===== config.mk =====
export PLATFORM = sky130hd
export DESIGN_NAME = cavlc_block_sequencer
export DESIGN_NICKNAME = d
export VERILOG_FILES = /design/src/rtl/cavlc_block_sequencer.sv
export SDC_FILE = /design/constraint.sdc
export NUM_CORES = 1
export LEC_CHECK = 0
export ABC_AREA = 1
export CAP_MARGIN = 5
export CORE_MARGIN = 2
export CORE_UTILIZATION = 35
export CTS_CLUSTER_DIAMETER = 30
export DETAILED_ROUTE_END_ITERATION = 10
export PLACE_DENSITY = 0.87
export SYNTH_ARGS = -nofsm -noshare
export SYNTH_HDL_FRONTEND = slang
export SYNTH_SLANG_ARGS = --single-unit
export TNS_END_PERCENT = 20

===== constraint.sdc =====
create_clock -name Clk -period 2.1 [get_ports Clk]
set_input_delay 0.42 -clock Clk [delete_from_list [all_inputs] [get_ports Clk]]
set_output_delay 0.42 -clock Clk [all_outputs]
set_load 0.005 [all_outputs]

===== src/rtl/cavlc_block_sequencer.sv =====
// Top-level CAVLC residual block controller: sequences coeff_token, trailing-one signs, levels, total_zeros, run_before.
// Optional per-stage watchdog: define CAVLC_SEQ_WATCHDOG_EN.
module cavlc_block_sequencer #(
    parameter int MAX_COEFF      = 16,
    parameter int TIMEOUT_CYCLES = 64
) (
    input  logic        Clk,
    input  logic        Reset,
    input  logic        Start,
    input  logic [4:0]  MaxNumCoeff,
    input  logic [15:0] BitstreamShifted,
    output logic        CtEnable,
    output logic        LvEnable,
    output logic        TzEnable,
    output logic        RbEnable,
    input  logic        CtDone,
    input  logic        LvDone,
    input  logic        TzDone,
    input  logic        RbDone,
    input  logic [4:0]  CtTotalCoeff,
    input  logic [1:0]  CtTrailingOnes,
    input  logic [3:0]  TzTotalZeros,
    input  logic [4:0]  CtNumShift,
    input  logic [4:0]  LvNumShift,
    input  logic [4:0]  TzNumShift,
    input  logic [4:0]  RbNumShift,
    input  logic        LvShiftEn,
    output logic [4:0]  NumShift,
    output logic        ShiftEn,
    output logic [4:0]  TotalCoeff,
    output logic [1:0]  TrailingOnes,
    output logic [12:0] T1Level,
    output logic        T1WrReq,
    output logic        Busy,
    output logic        BlockDone,
    output logic        Error
);

    typedef enum logic [2:0] {
        S_IDLE, S_CT, S_T1, S_LV, S_TZ, S_RB, S_DONE, S_ERR
    } state_t;

    localparam logic [4:0] MAX_C = 5'(MAX_COEFF);

    state_t      state_q, state_d;
    logic [4:0]  max_coeff_q;
    logic [4:0]  total_coeff_q;
    logic [1:0]  trailing_ones_q;
    logic [1:0]  t1_cnt_q;
    logic        ct_en_q, lv_en_q, tz_en_q, rb_en_q;
    logic        block_done_q;
    logic        error_q;
    logic        start_acc;
    logic        t1_last;
    state_t      tz_next;

    // Only the sign bit of the shifter window is consumed here.
    logic unused_bits;
    assign unused_bits = ^BitstreamShifted[14:0];

    assign start_acc = Start && (state_q == S_IDLE);
    assign t1_last   = (t1_cnt_q == trailing_ones_q - 2'd1);
    assign tz_next   = (total_coeff_q == max_coeff_q) ? S_DONE : S_TZ;

`ifdef CAVLC_SEQ_WATCHDOG_EN
    localparam int WDW = $clog2(TIMEOUT_CYCLES + 1);
    logic [WDW-1:0] wd_cnt_q;
    logic           wd_stage;
    assign wd_stage = (state_q == S_CT) || (state_q == S_LV) ||
                      (state_q == S_TZ) || (state_q == S_RB);
`else
    localparam int UNUSED_TIMEOUT = TIMEOUT_CYCLES;
`endif

    always_comb begin
        state_d = state_q;
        case (state_q)
            S_IDLE: if (Start) state_d = S_CT;
            S_CT: begin
                if (CtDone) begin
                    if ((CtTotalCoeff > max_coeff_q) || ({3'b000, CtTrailingOnes} > CtTotalCoeff))
                        state_d = S_ERR;
                    else if (CtTotalCoeff == 5'd0)
                        state_d = S_DONE;
                    else if (CtTrailingOnes != 2'd0)
                        state_d = S_T1;
                    else
                        state_d = S_LV;
                end
            end
            S_T1: begin
                if (t1_last)
                    state_d = (total_coeff_q > {3'b000, trailing_ones_q}) ? S_LV : tz_next;
            end
            S_LV:   if (LvDone) state_d = tz_next;
            S_TZ:   if (TzDone) state_d = (TzTotalZeros == 4'd0) ? S_DONE : S_RB;
            S_RB:   if (RbDone) state_d = S_DONE;
            S_DONE: state_d = S_IDLE;
            S_ERR:  state_d = S_IDLE;
            default: state_d = S_IDLE;
        endcase
`ifdef CAVLC_SEQ_WATCHDOG_EN
        // A Done on the expiry cycle still wins, since it already moved state_d away.
        if (wd_stage && (state_d == state_q) && (wd_cnt_q == WDW'(TIMEOUT_CYCLES - 1)))
            state_d = S_ERR;
`endif
    end

    always_ff @(posedge Clk) begin
        if (Reset) begin
            state_q         <= S_IDLE;
            max_coeff_q     <= 5'd0;
            total_coeff_q   <= 5'd0;
            trailing_ones_q <= 2'd0;
            t1_cnt_q        <= 2'd0;
            ct_en_q         <= 1'b0;
            lv_en_q         <= 1'b0;
            tz_en_q         <= 1'b0;
            rb_en_q         <= 1'b0;
            block_done_q    <= 1'b0;
            error_q         <= 1'b0;
        end else begin
            state_q      <= state_d;
            ct_en_q      <= (state_d == S_CT);
            lv_en_q      <= (state_d == S_LV);
            tz_en_q      <= (state_d == S_TZ);
            rb_en_q      <= (state_d == S_RB);
            block_done_q <= (state_d == S_DONE);
            t1_cnt_q     <= ((state_q == S_T1) && (state_d == S_T1)) ? t1_cnt_q + 2'd1 : 2'd0;
            if (start_acc)
                max_coeff_q <= (MaxNumCoeff > MAX_C) ? MAX_C : MaxNumCoeff;
            if ((state_q == S_CT) && CtDone) begin
                total_coeff_q   <= CtTotalCoeff;
                trailing_ones_q <= CtTrailingOnes;
            end
            if (start_acc)
                error_q <= 1'b0;
            else if (state_d == S_ERR)
                error_q <= 1'b1;
        end
    end

`ifdef CAVLC_SEQ_WATCHDOG_EN
    always_ff @(posedge Clk) begin
        if (Reset || (state_d != state_q))
            wd_cnt_q <= '0;
        else if (wd_stage)
            wd_cnt_q <= wd_cnt_q + 1'b1;
    end
`endif

    always_comb begin
        NumShift = 5'd0;
        ShiftEn  = 1'b0;
        T1WrReq  = 1'b0;
        T1Level  = 13'd0;
        case (state_q)
            S_CT: begin
                NumShift = CtNumShift;
                ShiftEn  = 1'b1;
            end
            S_T1: begin
                NumShift = 5'd1;
                ShiftEn  = 1'b1;
                T1WrReq  = 1'b1;
                T1Level  = BitstreamShifted[15] ? 13'h1FFF : 13'h0001;
            end
            S_LV: begin
                NumShift = LvNumShift;
                ShiftEn  = LvShiftEn;
            end
            S_TZ: begin
                NumShift = TzNumShift;
                ShiftEn  = 1'b1;
            end
            S_RB: begin
                NumShift = RbNumShift;
                ShiftEn  = 1'b1;
            end
            default: ;
        endcase
    end

    assign CtEnable     = ct_en_q;
    assign LvEnable     = lv_en_q;
    assign TzEnable     = tz_en_q;
    assign RbEnable     = rb_en_q;
    assign TotalCoeff   = total_coeff_q;
    assign TrailingOnes = trailing_ones_q;
    assign Busy         = (state_q != S_IDLE);
    assign BlockDone    = block_done_q;
    assign Error        = error_q;

endmodule


Cell placement:
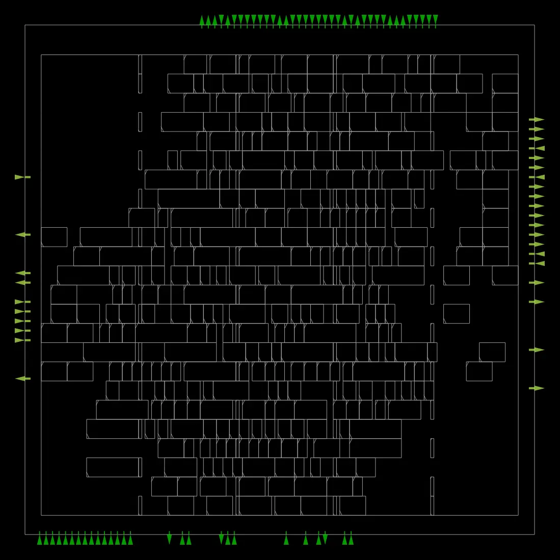
utilization after layout: 0.6052
n_taps: 52
Non-Filler Instances: 394
flop count: 23
Core ar.: 4414 µm²

Signal wires on met3:
The bar under the picture is 20 µm long.
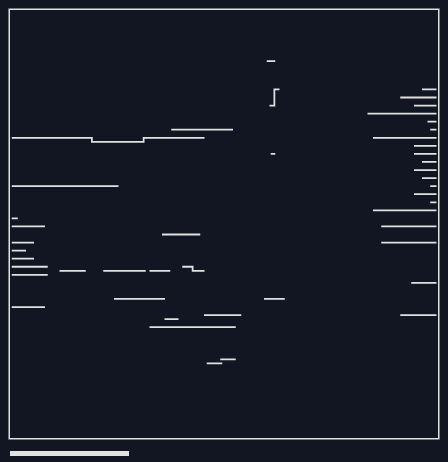
wire length on this layer: 255 µm
longest straight run: 17.7 µm
nets with wire on the layer: 43
overall routed net length: 4961 µm
met3 Usage GRT: 0.02778

==> worst min-delay path, delay by kind of cell, from the launching register on <==
kind	cells	cell delay (ns)
AOI/OAI and AO/OA	1	0.05
buffers and inverters	1	0.05
DFF	1	0.32
==> metal layers <==
metal,wire length [µm],track usage,vias up
li1,-,-,972
met1,2055,0.2039,840
met2,2599,0.3038,57
met3,254,0.02778,6
met4,52,0.05031,0
met5,0,0,-
==> synthesized netlist by cell type <==
master    count
a211oi_1      1
nor3_1        6
o21bai_1      1
nand3_1      16
clkbuf_1      2
xnor2_1       2
a221oi_1      1
nand2_2       2
inv_1        40
inv_2         5
a22oi_1       2
ha_1          9
a21oi_1      12
nand4_1       6
nor2_2        2
nand3_2       2
dfxtp_1      23
nand2_4       1
o21ai_0      11
a21boi_0      1
nor3_2        2
o41ai_1       1
nand2_1      68
nor3_4        3
nor2_1       14
xor2_1        1
buf_4        12
or2_2         1
and2_1        1
==> cells by family (layout without fill, tap and decap cells) <==
| family | count (synthesis) | after routing | share of synthesized area |
|---|---|---|---|
| compound gates | 30 | 30 | 0.1045 |
| flops | 23 | 23 | 0.2826 |
| buf+inv | 59 | 153 | 0.1636 |
| simple gates | 124 | 124 | 0.3641 |
| fa+ha+maj | 9 | 9 | 0.06913 |
| xor+xnor | 3 | 3 | 0.01613 |
==> layout make-up <==
class                   instances  area, µm²
fillers                       373       1743
clock buffers                   4      45.04
flip-flops and latches         23      469.2
multi-input cells             166      937.1
inverters                      45      173.9
well taps                      52      65.06
repair buffers                104      980.9
==> stage by stage <==
stage	setup WS [ns]	std cells
global route	-0.06621	394
CTS	-0.1110	381
floorplan	0.2508	248
detailed placement	-0.09245	376
global placement	-0.09126	376
finish	0.01651	394
==> job_summary.md <==
## Implementation flow summary

| Metric | Value |
|---|---|
| Row count | `24` |
| Post-layout period usage | `0.9921` |
| Worst Hold End | `Error` |
| Crit path kind | `reg2out` |
| Hold Violations, Final | `0` |
| Final slew viol count | `0` |
| Internal Power | `1.137 mW` |
| Clock share of power | `0.150` |
| Syn_nets | `317` |
| VDD IR max | `0.4078 mV` |
| Worst Hold Depth | `2` |
| Antenna Nets Post-Route | `0` |
| Worst Reg-to-Reg Cells | `11` |
| Top cell area share | `0.2826` |
| Logic gate share of total power | `0.544` |
| Largest net degree at the start of global routing | `13` |
| Comb. pwr | `0.987 mW` |
| Reg2reg start | `state_q[2]` |
| Synth Seq Share | `0.2826` |
| Setup violators final | `0` |
| Crit-path max cell delay | `0.36 ns` |
| Most instantiated logic cell after routing | `clkdlybuf4s50_1` |
| Cells along the critical path | `buf_4 > nor3_4 > buf_4 > buf_4 > nand2_1 > nand4_1 > dlygate4sd2_1` |
| Via density | `4.759` |
| Clock Skews | `0.001073 ns` |
| Worst setup EP type | `output port` |
| Die W | `72.23 µm` |
| Crit path DAT | `1.66 ns` |
| Worst path buffer plus inverter count | `4` |
| CTS Buf Count | `3` |
| Sw Pwr | `0.6761 mW` |
| Drt pass-1 iters | `4` |
| Longest Clk Path Bufs | `2` |
| Yosys synthesis chip area | `1629 µm²` |
| RSZ-0062 raised after global routing | `true` |
| # Max-Cap Violations | `0` |
| Syn Area/Cell | `6.569 µm²` |
| Pwr top | `combinational logic` |
| Resized cells post-CTS | `7` |
| Design Power | `1.813 mW` |
| Cell taking the most area after synthesis | `dfxtp_1` |
| Vias | `1,875` |
| Diodes inserted | `0` |
| Dpl hpwl | `3647 µm` |
| Leakage | `1.274 nW` |
| CTS tree | `built` |
| Postcts setup bufs | `1` |
| Clock sink count | `23` |
| Gr ovfl total | `0` |
| CP Capture Point | `NumShift[3]` |
| Vias in the first global route | `1,679` |
| DRC Markers | `0` |
| Slowest CP cell | `dfxtp_4` |
| DR iter-0 viols | `112` |
| Worst Tran Pin Value | `0.4080 ns` |
| Most frequent cells in the layout | `73 x clkdlybuf4s50_1, 68 x nand2_1, 40 x inv_1` |
| First-pass GRT wire length | `7058 µm` |
| Sw Share | `0.3729` |
| Total GRT Usage | `0.1685` |
| Final Net Count | `412` |
| Setup crit start kind | `register` |
| Clk_lat worst skew | `0.26 ns` |
| Final Critical Period | `2.083 ns` |
| Outcome | `completed` |
| Initial Util | `0.3690` |
| Crit-path leading delay family | `buffers and inverters` |
| FMAX | `480.0 MHz` |
| Cells after synthesis | `248` |
| CP max FO | `4` |
| Yosys Warn Count | `0` |
| Hold slack | `0.4649 ns` |
| Top-Level Pins | `94` |
| Instance count on the critical path | `7` |
| H-tree levels | `1` |
| Clock root buffer | `clkbuf_8` |
| Height of the die | `72.23 µm` |
| WL/cell | `12.59 µm` |
| Most used cell, CP | `buf_4` |
| Area grow syn2layout | `63.98%` |
| Ys cells | `248` |
| Clock group power | `0.272 mW` |
| Share of cells above drive strength 1 | `0.1608` |
| Hold Path Class | `reg2reg` |
| Top cells, area | `dfxtp_1 28%, nand2_1 16%, inv_1 9.2%, ha_1 6.9%, buf_4 5.5%` |
| Reg2reg setup slack | `0.03 ns` |
| Min-Delay Startpoint | `Error` |
| Worst setup startpoint | `state_q[1]` |
| GPL Wtd Cong | `0.8036` |
| Initial antenna violation count | `0` |
| Clock transition at the registers of the reported paths | `0.08 ns` |
| Area after DPL | `2467 µm²` |
| Setup_tns | `0 ns` |
| Pwr dens | `678.7 nW/µm²` |
| Tool Warnings | `43` |
| Die ar. | `5216 µm²` |
| Req. time, crit path | `1.68 ns` |
| Fin area | `2671 µm²` |
| Proportion of power drawn by flip-flops and latches | `0.306` |
| Hold_buf cts | `0` |
| P_seq | `0.554 mW` |
| Flops out of synthesis | `23` |
| Max-slew headroom | `0.7244` |
| Synth unique cells | `29` |
| Port bufs | `78` |
| R2r endpoint | `RbEnable` |
| Cell Area, Synth | `1629 µm²` |
Power is estimated from default activity; no workload was simulated.
